met1.png
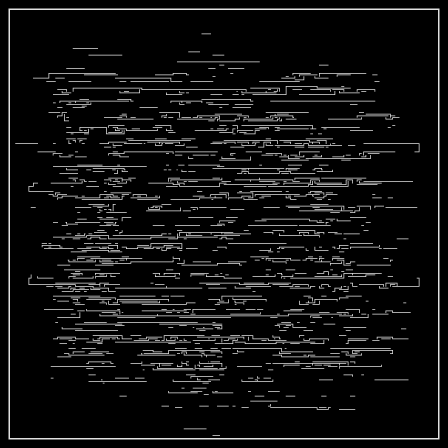
met2.png
Scale bar: 20 um.
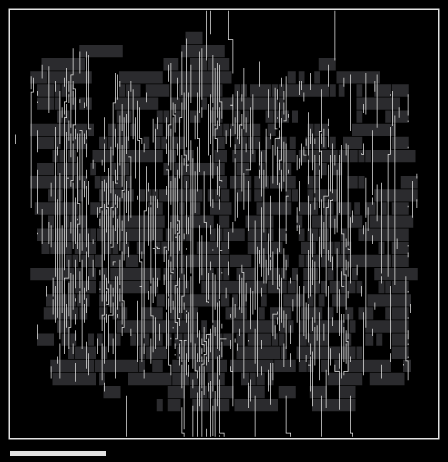
met3.png
Scale bar: 20 um.
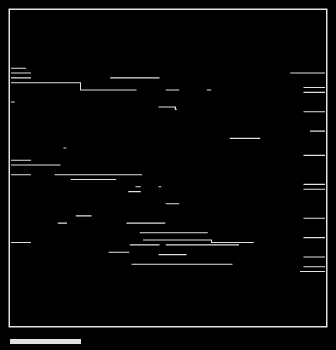
zoom.png
Scale bar: 5 um. Region (12, 57) to (32, 77) um. Cells in gray, sequential cells in the stronger gray; small squares are vias.
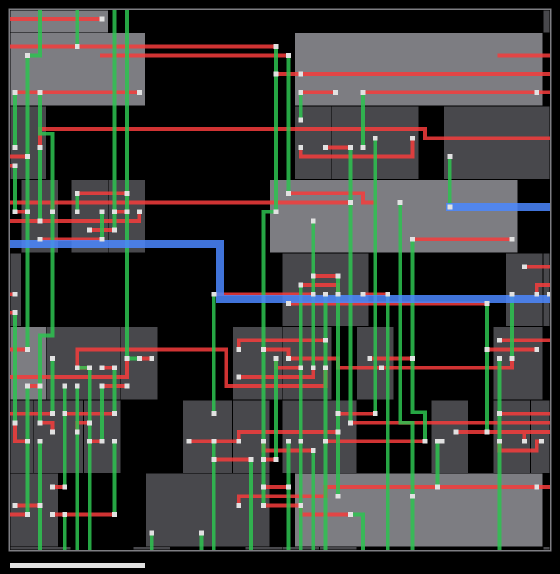
final_congestion.png
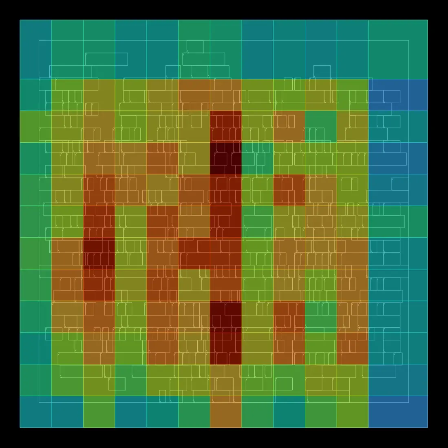
===== config.mk =====
export PLATFORM = sky130hd
export DESIGN_NAME = sar_dac_responder_flat
export DESIGN_NICKNAME = d
export VERILOG_FILES = /design/src/rtl/sar_dac_responder_if.sv /design/src/rtl/sar_dac_responder.sv /design/src/flat_wrapper.sv
export SDC_FILE = /design/constraint.sdc
export NUM_CORES = 1
export LEC_CHECK = 0
export ABC_AREA = 1
export CORE_MARGIN = 4
export CORE_UTILIZATION = 50
export DETAILED_ROUTE_END_ITERATION = 7
export GPL_TIMING_DRIVEN = 0
export HOLD_SLACK_MARGIN = 0.12
export PLACE_DENSITY = 0.8
export SLEW_MARGIN = 10
export SYNTH_ARGS = -nofsm -noshare
export SYNTH_HDL_FRONTEND = slang
export SYNTH_SLANG_ARGS = --single-unit

===== constraint.sdc =====
create_clock -name clk -period 8.2 [get_ports clk]
set_clock_uncertainty 0.2 [all_clocks]
set_input_delay 2.46 -clock clk [delete_from_list [all_inputs] [get_ports clk]]
set_output_delay 2.46 -clock clk [all_outputs]
set_load 0.005 [all_outputs]

===== src/rtl/sar_dac_responder_if.sv =====
// Purpose: trial handshake bundle between a SAR controller (master) and the
//          DAC/plant responder (slave).
// Signals: req/code/target  master -> slave, trial request and operands
//          busy/ack          slave -> master, trial status and one-cycle done pulse
//          y/above/err       slave -> master, trial result, valid with ack
interface sar_dac_responder_if #(
   parameter int unsigned CODE_W = 4,
   parameter int unsigned OUT_W  = 10
);
   logic              req;
   logic [CODE_W-1:0] code;
   logic [OUT_W-1:0]  target;
   logic              busy;
   logic              ack;
   logic [OUT_W-1:0]  y;
   logic              above;
   logic [OUT_W-1:0]  err;

   modport master (
      output req, code, target,
      input  busy, ack, y, above, err
   );

   modport slave (
      input  req, code, target,
      output busy, ack, y, above, err
   );
endinterface


===== src/rtl/sar_dac_responder.sv =====
// Purpose: DAC/plant model answering a SAR controller. Each trial computes
//          y = OFFSET - STEP*code with a bit-serial shift-add, then reports y,
//          whether y is above the clipped target, and |y - clipped target|.
// Ports:   clk    clock, rising edge
//          rst_n  asynchronous reset, active low
//          bus    slave side of sar_dac_responder_if (req/code/target in,
//                 busy/ack/y/above/err out)
module sar_dac_responder #(
   parameter int unsigned CODE_W = 4,
   parameter int unsigned OUT_W  = 10,
   parameter int unsigned OFFSET = 1000,
   parameter int unsigned STEP   = 30
) (
   input logic                clk,
   input logic                rst_n,
   sar_dac_responder_if.slave bus
);

   localparam int unsigned CNT_W = (CODE_W > 1) ? $clog2(CODE_W) : 1;
   localparam logic [OUT_W-1:0] TGT_HI = OUT_W'(OFFSET);
   localparam logic [OUT_W-1:0] TGT_LO = OUT_W'(OFFSET - STEP * ((1 << CODE_W) - 1));
   localparam logic [CNT_W-1:0] CNT_LAST = CNT_W'(CODE_W - 1);

   typedef enum logic [1:0] {
      IDLE = 2'd0,
      MUL  = 2'd1,
      CMP  = 2'd2
   } state_e;

   state_e            state_q, state_d;
   logic [CODE_W-1:0] code_q, code_d;
   logic [OUT_W-1:0]  tgt_q, tgt_d;
   logic [OUT_W-1:0]  acc_q, acc_d;
   logic [CNT_W-1:0]  cnt_q, cnt_d;
   logic [OUT_W-1:0]  y_q, y_d;
   logic              above_q, above_d;
   logic [OUT_W-1:0]  err_q, err_d;
   logic              ack_q, ack_d;
   logic [OUT_W-1:0]  y_c;

   // DAC output for the accumulated product; cannot underflow for legal parameters
   assign y_c = TGT_HI - acc_q;

   // State and datapath registers
   always_ff @(posedge clk or negedge rst_n) begin
      if (!rst_n) begin
         state_q <= IDLE;
         code_q  <= '0;
         tgt_q   <= '0;
         acc_q   <= '0;
         cnt_q   <= '0;
         y_q     <= '0;
         above_q <= 1'b0;
         err_q   <= '0;
         ack_q   <= 1'b0;
      end else begin
         state_q <= state_d;
         code_q  <= code_d;
         tgt_q   <= tgt_d;
         acc_q   <= acc_d;
         cnt_q   <= cnt_d;
         y_q     <= y_d;
         above_q <= above_d;
         err_q   <= err_d;
         ack_q   <= ack_d;
      end
   end

   // Next-state and datapath update
   always_comb begin
      state_d = state_q;
      code_d  = code_q;
      tgt_d   = tgt_q;
      acc_d   = acc_q;
      cnt_d   = cnt_q;
      y_d     = y_q;
      above_d = above_q;
      err_d   = err_q;
      ack_d   = 1'b0;

      case (state_q)
         IDLE: begin
            if (bus.req) begin
               code_d = bus.code;
               // Clip target into the reachable output range
               if (bus.target < TGT_LO) begin
                  tgt_d = TGT_LO;
               end else if (bus.target > TGT_HI) begin
                  tgt_d = TGT_HI;
               end else begin
                  tgt_d = bus.target;
               end
               acc_d   = '0;
               cnt_d   = '0;
               state_d = MUL;
            end
         end
         MUL: begin
            // One code bit per cycle, LSB first
            if (code_q[cnt_q]) begin
               acc_d = acc_q + (OUT_W'(STEP) << cnt_q);
            end
            cnt_d = cnt_q + CNT_W'(1);
            if (cnt_q == CNT_LAST) begin
               state_d = CMP;
            end
         end
         CMP: begin
            y_d     = y_c;
            above_d = (y_c > tgt_q);
            err_d   = (y_c > tgt_q) ? (y_c - tgt_q) : (tgt_q - y_c);
            ack_d   = 1'b1;
            state_d = IDLE;
         end
         default: begin
            state_d = IDLE;
         end
      endcase
   end

   assign bus.busy  = (state_q != IDLE);
   assign bus.ack   = ack_q;
   assign bus.y     = y_q;
   assign bus.above = above_q;
   assign bus.err   = err_q;

endmodule


===== src/flat_wrapper.sv =====
// flat-port wrapper written by rule: the top's interface ports become plain ports
module sar_dac_responder_flat 
#(
   parameter int unsigned CODE_W = 4,
   parameter int unsigned OUT_W  = 10,
   parameter int unsigned OFFSET = 1000,
   parameter int unsigned STEP   = 30
)
  (clk, rst_n, bus_req, bus_code, bus_target, bus_busy, bus_ack, bus_y, bus_above, bus_err);
  sar_dac_responder_if #(.CODE_W(CODE_W), .OUT_W(OUT_W)) bus_i ();
  input logic clk;
  input logic rst_n;
  input wire logic [$bits(bus_i.req)-1:0] bus_req;
  input wire logic [$bits(bus_i.code)-1:0] bus_code;
  input wire logic [$bits(bus_i.target)-1:0] bus_target;
  output wire logic [$bits(bus_i.busy)-1:0] bus_busy;
  output wire logic [$bits(bus_i.ack)-1:0] bus_ack;
  output wire logic [$bits(bus_i.y)-1:0] bus_y;
  output wire logic [$bits(bus_i.above)-1:0] bus_above;
  output wire logic [$bits(bus_i.err)-1:0] bus_err;
  assign bus_i.req = bus_req;
  assign bus_i.code = bus_code;
  assign bus_i.target = bus_target;
  assign bus_busy = bus_i.busy;
  assign bus_ack = bus_i.ack;
  assign bus_y = bus_i.y;
  assign bus_above = bus_i.above;
  assign bus_err = bus_i.err;
  sar_dac_responder #(.CODE_W(CODE_W), .OUT_W(OUT_W), .OFFSET(OFFSET), .STEP(STEP)) u_core (.clk(clk), .rst_n(rst_n), .bus(bus_i));
endmodule

==> CHANGELOG.md <==
### Implementation results

- Clock network power share: 8.0%
- Critical Setup Path Class: reg2out
- Reg area: 0.001201 mm2
- Headroom to the max-slew limit: 63.17%
- Synthesized area: 0.003262 mm2
- Drt pass-1 iters: 4
- Final Hold Slack: 0.2619 ns
- Worst-margin pin slew: 0.5504 ns
- Yosys warnings: 0
- Largest net degree at the start of global routing: 33
- Met2 wire length: 3.888 mm
- Placement Setup Slack: 3.941 ns
- Crit path depth: 3
- Cts hold-fix bufs: 0
- Xor/xnor share: 3.222%
- Worst VDD drop: 0.2413 mV
- Die Y: 88.77 um
- GPL Wtd Cong: 0.9028
- Non-clock buffers: 52
- Comb/total area: 45.56%
- Area grow syn2layout: 17.95%
- Gates resized, CTS repair: 0
- Critical Path End: bus_busy
- Log Warnings: 34
- Dpl cell area: 0.003754 mm2
- Antenna diode count: 0
- Leakage: 1.919 nW
- PnR Total Power: 0.001867 W
- Hold Violations, Final: 0
- Inst Count DP: 542
- R2r startpoint: u_core.acc_q[1]
- Max-cap viol count: 0
- Top cells by count, synth: nand2_1 (112), inv_1 (49), dfrtp_1 (48)
- Yosys synthesis chip area: 0.003262 mm2
- Crit-path max FO: 3
- Area leader, netlist: dfrtp_1
- Sequential share of cell area: 31.22%
- Fillers: 561
- Comb. pwr: 0.00130 W
- Post-CTS setup buffer count: 0
- Hold path cells: 2
- Top Family by Delay on Critical Path: buffers and inverters
- DRT iter0 DRCs: 132
- Adder Share, Synth: 11.43%
- Comb. cell area: 0.001753 mm2
- Comb_multi_in: 308
- Fin cells: 550
- Drc violations: 0
- Final WS setup: 4.210 ns
- Cell internal pwr: 0.0009533 W
- Hold Startpoint: u_core.tgt_q[9]
- # clk buffers: 7
- F_max: 0.2506 GHz
- NumNets Final: 517
- Layout clock area frac: 2.439%
- Yosys reg bits: 48
- Core ar.: 0.006350 mm2
- Mux contribution to synthesized area: 0%
- Fp_density: 51.37%
- Post-layout instance area: 0.003847 mm2
- Seq pwr share: 22.5%
- HP Class: reg2reg
- Vias per Instance: 5.133
- Hold path endpoint: u_core.tgt_q[9]
- Clk buf depth: 2
- CP startpoint kind: flip-flop
- Max incr delay on CP: 0.44 ns
- Largest cell class by area: logic gates
- Synth cell types: 38
- Top cell area share: 36.82%
- Critical path launch point: u_core.state_q[0]
- Clk latency late pin: 0.30 ns
- Seq/Total Area, Yosys: 36.82%
- Post-synth ARST share: 100.0%
- Syn_area_per_cell: 7.657 um2
- Root buf cell: clkbuf_8
- Status: complete, no violations
- Commonest flop: dfrtp_1
- Inverters excl. clock: 57
- R2R Setup Slk: 4.98 ns
- Cell with the most instances after synthesis: nand2_1
- PwrDens: 485.2 mW/mm2
- CTS buffer count: 5
- Pins Over Slew Limit: 0
- Routed wl met3: 373 um
- Setup violators final: 0
- Required @ worst endpoint: 5.54 ns
- Worst Path Arrival: 1.33 ns
- Switching share of power: 48.93%
- Logic pwr share: 69.5%
- FF-to-FF path depth: 16
- Row cnt: 29
- Worst setup EP type: primary output
- Overflow after GRT: 0
- Wire length on met1: 3.188 mm
- Initial antenna violation count: 0
- Synthesized instance count: 426
- CTS tree: yes
- Num ports: 40
- Basic Gates by Area: 24.89%
## Picture notes: met1.png
The longest straight run is 39.1 um. The wires run mostly horizontal.
final wirelength: 7.579 mm
via count: 2823
met1 Usage GRT: 26.38%

## Picture notes: met2.png
395 nets have wire on it. The layer carries 3890 um of wire. The layer holds 51% of the routed length. The longest straight run is 43.5 um.
met2 usage: 39.61%

## Picture notes: met3.png
35 nets have wire on it. The layer holds 4.9% of the routed length. The longest straight run is 28.1 um.
met3 Track Usage GR: 2.980%

## Picture notes: zoom.png
Green is met2. Red is met1. Blue is met3.
Netlist names of flops here include u_core.acc_q (3), u_core.code_q (1). Most frequent: nand2_1 (6), nor2_1 (5), dfrtp_1 (4). 30 logic cells have their middle in the window. Sequential cells in the window: 4.

## Picture notes: final_congestion.png
gr busiest metal: met2
WL per Instance: 13.78 um
Tot GR Track Use: 21.73%
Util after Layout: 60.59%

Power and IR drop assume default switching activity.
